flops_by_reg.png
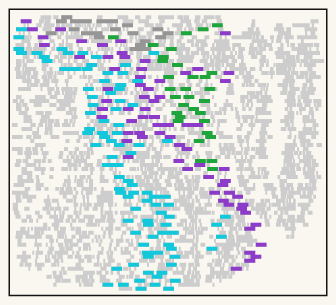
clk_routes.png
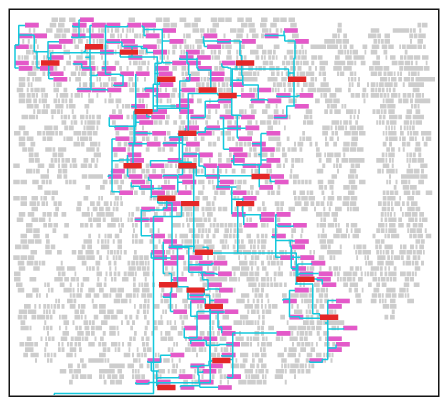
**src/rtl/fp32_pkg.sv**
```systemverilog
// Shared IEEE-754 single-precision field layout, constants and the
// stage-to-stage carriers used by the pipelined adder.
package fp32_pkg;

  localparam int unsigned EXP_BIAS = 127;
  localparam logic [7:0]  EXP_MAX  = 8'd255;
  localparam logic [31:0] QNAN     = 32'h7FC0_0000;

  localparam int unsigned SIGN_BIT = 31;
  localparam int unsigned EXP_HI   = 30;
  localparam int unsigned EXP_LO   = 23;
  localparam int unsigned MANT_HI  = 22;
  localparam int unsigned MANT_LO  = 0;

  localparam int unsigned FLAG_INVALID   = 2;
  localparam int unsigned FLAG_OVERFLOW  = 1;
  localparam int unsigned FLAG_UNDERFLOW = 0;

  typedef logic [2:0] fp_flags_t;

  // Unpacked/aligned operands; special results bypass the arithmetic path.
  typedef struct packed {
    logic        special;
    logic [31:0] special_val;
    fp_flags_t   special_flags;
    logic        sign;
    logic        eff_sub;
    logic [7:0]  exp;
    logic [26:0] sig_x;
    logic [26:0] sig_y;
  } align_t;

  typedef struct packed {
    logic        special;
    logic [31:0] special_val;
    fp_flags_t   special_flags;
    logic        sign;
    logic [7:0]  exp;
    logic [27:0] sum;
  } addsub_t;

endpackage

```
**src/rtl/fp_lzc28.sv**
```systemverilog
// Combinational leading-zero counter for the 28-bit raw sum; an all-zero
// input reports 28.
module fp_lzc28 (
  input  logic [27:0] value,
  output logic [4:0]  count
);

  logic found;

  always_comb begin
    count = '0;
    found = 1'b0;
    for (int unsigned i = 0; i < 28; i++) begin
      if (!found) begin
        if (value[27 - i]) found = 1'b1;
        else               count = count + 5'd1;
      end
    end
  end

endmodule

```
**src/rtl/fp_add_pipe.sv**
```systemverilog
// Three-stage pipelined single-precision adder/subtractor with
// valid/ready handshake, round-toward-zero and flushed subnormals.
module fp_add_pipe
  import fp32_pkg::*;
#(
  parameter int unsigned TAG_W        = 5,
  parameter int unsigned FLUSH_DENORM = 1
) (
  input  logic             clk,
  input  logic             reset,
  input  logic             in_valid,
  output logic             in_ready,
  input  logic [31:0]      in_a,
  input  logic [31:0]      in_b,
  input  logic             in_sub,
  input  logic [TAG_W-1:0] in_tag,
  output logic             out_valid,
  input  logic             out_ready,
  output logic [31:0]      out_sum,
  output logic [TAG_W-1:0] out_tag,
  output logic [2:0]       out_flags
);

  localparam bit FLUSH = (FLUSH_DENORM != 0);

  logic adv;
  logic out_valid_q;

  // Masking with reset keeps the reset cycle itself free of output transfers.
  assign out_valid = out_valid_q & ~reset;
  assign adv       = out_ready | ~out_valid;
  assign in_ready  = adv;

  // ---------------- stage 1: unpack / align ----------------
  logic [31:0]      b_eff;
  logic [7:0]       ea, eb, x_exp, y_exp, shift_d;
  logic [22:0]      x_mant, y_mant;
  logic             a_zero, b_zero, a_inf, b_inf, a_nan, b_nan, swap;
  logic [26:0]      y_field, y_shifted, lost_mask;
  align_t           s1_d, s1_q;
  logic             s1_valid;
  logic [TAG_W-1:0] s1_tag;

  always_comb begin
    b_eff  = {in_b[SIGN_BIT] ^ in_sub, in_b[EXP_HI:MANT_LO]};
    ea     = in_a[EXP_HI:EXP_LO];
    eb     = b_eff[EXP_HI:EXP_LO];
    a_zero = (ea == '0) && (FLUSH || (in_a[MANT_HI:MANT_LO] == '0));
    b_zero = (eb == '0) && (FLUSH || (b_eff[MANT_HI:MANT_LO] == '0));
    a_inf  = (ea == EXP_MAX) && (in_a[MANT_HI:MANT_LO] == '0);
    b_inf  = (eb == EXP_MAX) && (b_eff[MANT_HI:MANT_LO] == '0);
    a_nan  = (ea == EXP_MAX) && (in_a[MANT_HI:MANT_LO] != '0);
    b_nan  = (eb == EXP_MAX) && (b_eff[MANT_HI:MANT_LO] != '0);

    swap      = b_eff[EXP_HI:MANT_LO] > in_a[EXP_HI:MANT_LO];
    x_exp     = swap ? eb : ea;
    y_exp     = swap ? ea : eb;
    x_mant    = swap ? b_eff[MANT_HI:MANT_LO] : in_a[MANT_HI:MANT_LO];
    y_mant    = swap ? in_a[MANT_HI:MANT_LO] : b_eff[MANT_HI:MANT_LO];
    shift_d   = x_exp - y_exp;
    y_field   = {1'b1, y_mant, 3'b000};
    y_shifted = y_field >> shift_d;
    lost_mask = (27'd1 << shift_d) - 27'd1;

    s1_d         = '0;
    s1_d.sign    = swap ? b_eff[SIGN_BIT] : in_a[SIGN_BIT];
    s1_d.eff_sub = in_a[SIGN_BIT] ^ b_eff[SIGN_BIT];
    s1_d.exp     = x_exp;
    s1_d.sig_x   = {1'b1, x_mant, 3'b000};
    if (shift_d >= 8'd27)
      s1_d.sig_y = 27'd1;
    else
      s1_d.sig_y = {y_shifted[26:1], y_shifted[0] | (|(y_field & lost_mask))};

    s1_d.special = 1'b1;
    if (a_nan || b_nan || (a_inf && b_inf && s1_d.eff_sub)) begin
      s1_d.special_val                 = QNAN;
      s1_d.special_flags[FLAG_INVALID] = 1'b1;
    end else if (a_inf) begin
      s1_d.special_val = in_a;
    end else if (b_inf) begin
      s1_d.special_val = b_eff;
    end else if (a_zero && b_zero) begin
      s1_d.special_val = {in_a[SIGN_BIT] & b_eff[SIGN_BIT], 31'b0};
    end else if (a_zero) begin
      s1_d.special_val = b_eff;
    end else if (b_zero) begin
      s1_d.special_val = in_a;
    end else begin
      s1_d.special = 1'b0;
    end
  end

  // ---------------- stage 2: add / subtract ----------------
  addsub_t          s2_d, s2_q;
  logic             s2_valid;
  logic [TAG_W-1:0] s2_tag;

  always_comb begin
    s2_d               = '0;
    s2_d.special       = s1_q.special;
    s2_d.special_val   = s1_q.special_val;
    s2_d.special_flags = s1_q.special_flags;
    s2_d.sign          = s1_q.sign;
    s2_d.exp           = s1_q.exp;
    if (s1_q.eff_sub)
      s2_d.sum = {1'b0, s1_q.sig_x} - {1'b0, s1_q.sig_y};
    else
      s2_d.sum = {1'b0, s1_q.sig_x} + {1'b0, s1_q.sig_y};
  end

  // ---------------- stage 3: normalize / pack ----------------
  logic [4:0]         lzc, norm_shift;
  logic [26:0]        norm;
  logic signed [9:0]  exp_n;
  logic [31:0]        res_sum;
  fp_flags_t          res_flags;
  logic               norm_unused;

  fp_lzc28 u_lzc (
    .value (s2_q.sum),
    .count (lzc)
  );

  always_comb begin
    norm_shift = lzc - 5'd1;
    if (s2_q.sum[27]) begin
      norm  = {s2_q.sum[27:2], s2_q.sum[1] | s2_q.sum[0]};
      exp_n = $signed({2'b00, s2_q.exp}) + 10'sd1;
    end else begin
      // Bit 27 is clear here, so lzc >= 1; shift the leading one to bit 26.
      norm  = s2_q.sum[26:0] << norm_shift;
      exp_n = $signed({2'b00, s2_q.exp}) - $signed({5'b00000, norm_shift});
    end

    res_flags = '0;
    if (s2_q.special) begin
      res_sum   = s2_q.special_val;
      res_flags = s2_q.special_flags;
    end else if (s2_q.sum == '0) begin
      res_sum = '0;
    end else if (exp_n >= 10'sd255) begin
      res_sum                  = {s2_q.sign, EXP_MAX, 23'b0};
      res_flags[FLAG_OVERFLOW] = 1'b1;
    end else if (exp_n <= 10'sd0) begin
      res_sum                   = {s2_q.sign, 31'b0};
      res_flags[FLAG_UNDERFLOW] = 1'b1;
    end else begin
      res_sum = {s2_q.sign, exp_n[7:0], norm[25:3]};
    end
  end

  // Hidden bit and guard/round/sticky are dropped by truncation.
  assign norm_unused = ^{norm[26], norm[2:0]};

  // ---------------- pipeline registers ----------------
  always_ff @(posedge clk) begin
    if (reset) begin
      s1_valid    <= 1'b0;
      s1_q        <= '0;
      s1_tag      <= '0;
      s2_valid    <= 1'b0;
      s2_q        <= '0;
      s2_tag      <= '0;
      out_valid_q <= 1'b0;
      out_sum     <= '0;
      out_tag     <= '0;
      out_flags   <= '0;
    end else if (adv) begin
      s1_valid    <= in_valid;
      s1_q        <= s1_d;
      s1_tag      <= in_tag;
      s2_valid    <= s1_valid;
      s2_q        <= s2_d;
      s2_tag      <= s1_tag;
      out_valid_q <= s2_valid;
      out_sum     <= res_sum;
      out_tag     <= s2_tag;
      out_flags   <= res_flags;
    end
  end

endmodule

```
**config.mk**
```make
export PLATFORM = sky130hd
export DESIGN_NAME = fp_add_pipe
export DESIGN_NICKNAME = d
export VERILOG_FILES = /design/src/rtl/fp32_pkg.sv /design/src/rtl/fp_lzc28.sv /design/src/rtl/fp_add_pipe.sv
export SDC_FILE = /design/constraint.sdc
export NUM_CORES = 1
export LEC_CHECK = 0
export CAP_MARGIN = 5
export CORE_ASPECT_RATIO = 0.9
export CORE_UTILIZATION = 45
export DETAILED_ROUTE_END_ITERATION = 16
export MAX_ROUTING_LAYER = met4
export PLACE_DENSITY_LB_ADDON = 0.15
export SLEW_MARGIN = 0
export SYNTH_ARGS = -nofsm -noshare
export SYNTH_HDL_FRONTEND = slang
export SYNTH_SLANG_ARGS = --single-unit
```
**constraint.sdc**
```tcl
create_clock -name clk -period 45.2 [get_ports clk]
set_input_delay 9.04 -clock clk [delete_from_list [all_inputs] [get_ports clk]]
set_output_delay 9.04 -clock clk [all_outputs]
set_load 0.01 [all_outputs]
```
==> qor.csv <==
stage,metric,value,unit
run_status,status,completed,
timing,final.min_clock_period,20480,ps
cells_and_area,final.fill_count,3963,
global_route,antenna_violations_before_repair,0,
critical_path,worstSetupStartpointType,input port,
critical_path,worst_path_dominant_cell_family,buffers and inverters,
logic_synthesis,fraction_of_synthesis_flops_using_an_asynchronous_set_or_reset_pin,0,%
logic_synthesis,yosysUniqueCellTypes,104,
floorplanning,std_cell_rows,69,
logic_synthesis,ys_cells,2502,
critical_path,timing.rr.end,out_sum[2],
critical_path,crit_required,36160,ps
timing,rsz0062_at_grt,false,
routing,route.layer.met1.wl,28.24,mm
floorplanning,die_area,0.04174,sq mm
clock_tree,worst_skew_pair.late_latency,530,ps
logic_synthesis,ys_area,0.01842,sq mm
logic_synthesis,post-synth-top-count-cell,nor2_1,
logic_synthesis,simple_gate_share,24.40,%
global_route,groute.layer.met2.usage,44.52,%
pwr,peakVddDrop,0.05335,mV
critical_path,critPathMaxStageDelay,660,ps
timing,worst_max_slew_pin_slew,1196,ps
critical_path,reg2reg_from,s2_q[26],
logic_synthesis,syn_area,0.01842,sq mm
pwr,power_share_of_the_clock_group,16.2,%
routing,dr.first_iter.drc_count,1869,
critical_path,path_depth,6,
critical_path,timing.critical_path.to,in_ready,
clock_tree,h_tree_levels,1,
global_route,use_met1,40.13,%
timing,clock.fmax,48.82,MHz
min_path,worst_hold_path_type,reg2reg,
placement,gp_congestion,0.9865,
timing,final.hold.worst_slack,437.2,ps
clock_tree,cts_hold_repair.buffers,0,
cells_and_area,area.combinational,0.01294,sq mm
placement,preCtsSetupSlack,24720,ps
pwr,comb_power_share,65.6,%
routing,met3WireLength,3.670,mm
logic_synthesis,muxShareOfSynthArea,7.711,%
critical_path,critPathBufInv,4,
About flops_by_reg.png:
legend:
  `s1_q`:
    colour: cyan
    placed_flops: 95
  `s2_q`:
    colour: purple
    placed_flops: 71
  `out_sum`:
    colour: green
    placed_flops: 32

About clk_routes.png:
legend:
  clock wires:
    colour: cyan
    length: 2,690 um
  clock drivers:
    colour: red
    count: 24
  flip-flops:
    colour: magenta
    count: 219
routed clock nets: 25

-- power groups by stage --
stage | clock network [mW] | logic, mW | registers [mW]
global placement | 0 | 0.797 | 0.231
CTS | 0.207 | 0.813 | 0.227
floorplan | 0 | 0.625 | 0.222
finish | 0.204 | 0.823 | 0.228
detailed placement | 0 | 0.809 | 0.232
global route | 0.215 | 0.903 | 0.229
-- area by class of cell --
type | count | area share (%)
multi-input combinational | 1984 | 62.67
sequential | 219 | 21.24
timing repair buffer | 142 | 6.547
clock buffer | 32 | 3.249
tap | 532 | 3.225
inverter | 124 | 2.279
clock inverter | 11 | 0.7880
-- state kept, by name, indices dropped and copies added, names as in the netlist, 3 cells and up --
register	cells
out_flags	3
out_tag	5
s2_tag	5
s1_tag	5
s1_q	95
out_sum	32
s2_q	71
Power and IR drop assume default switching activity.
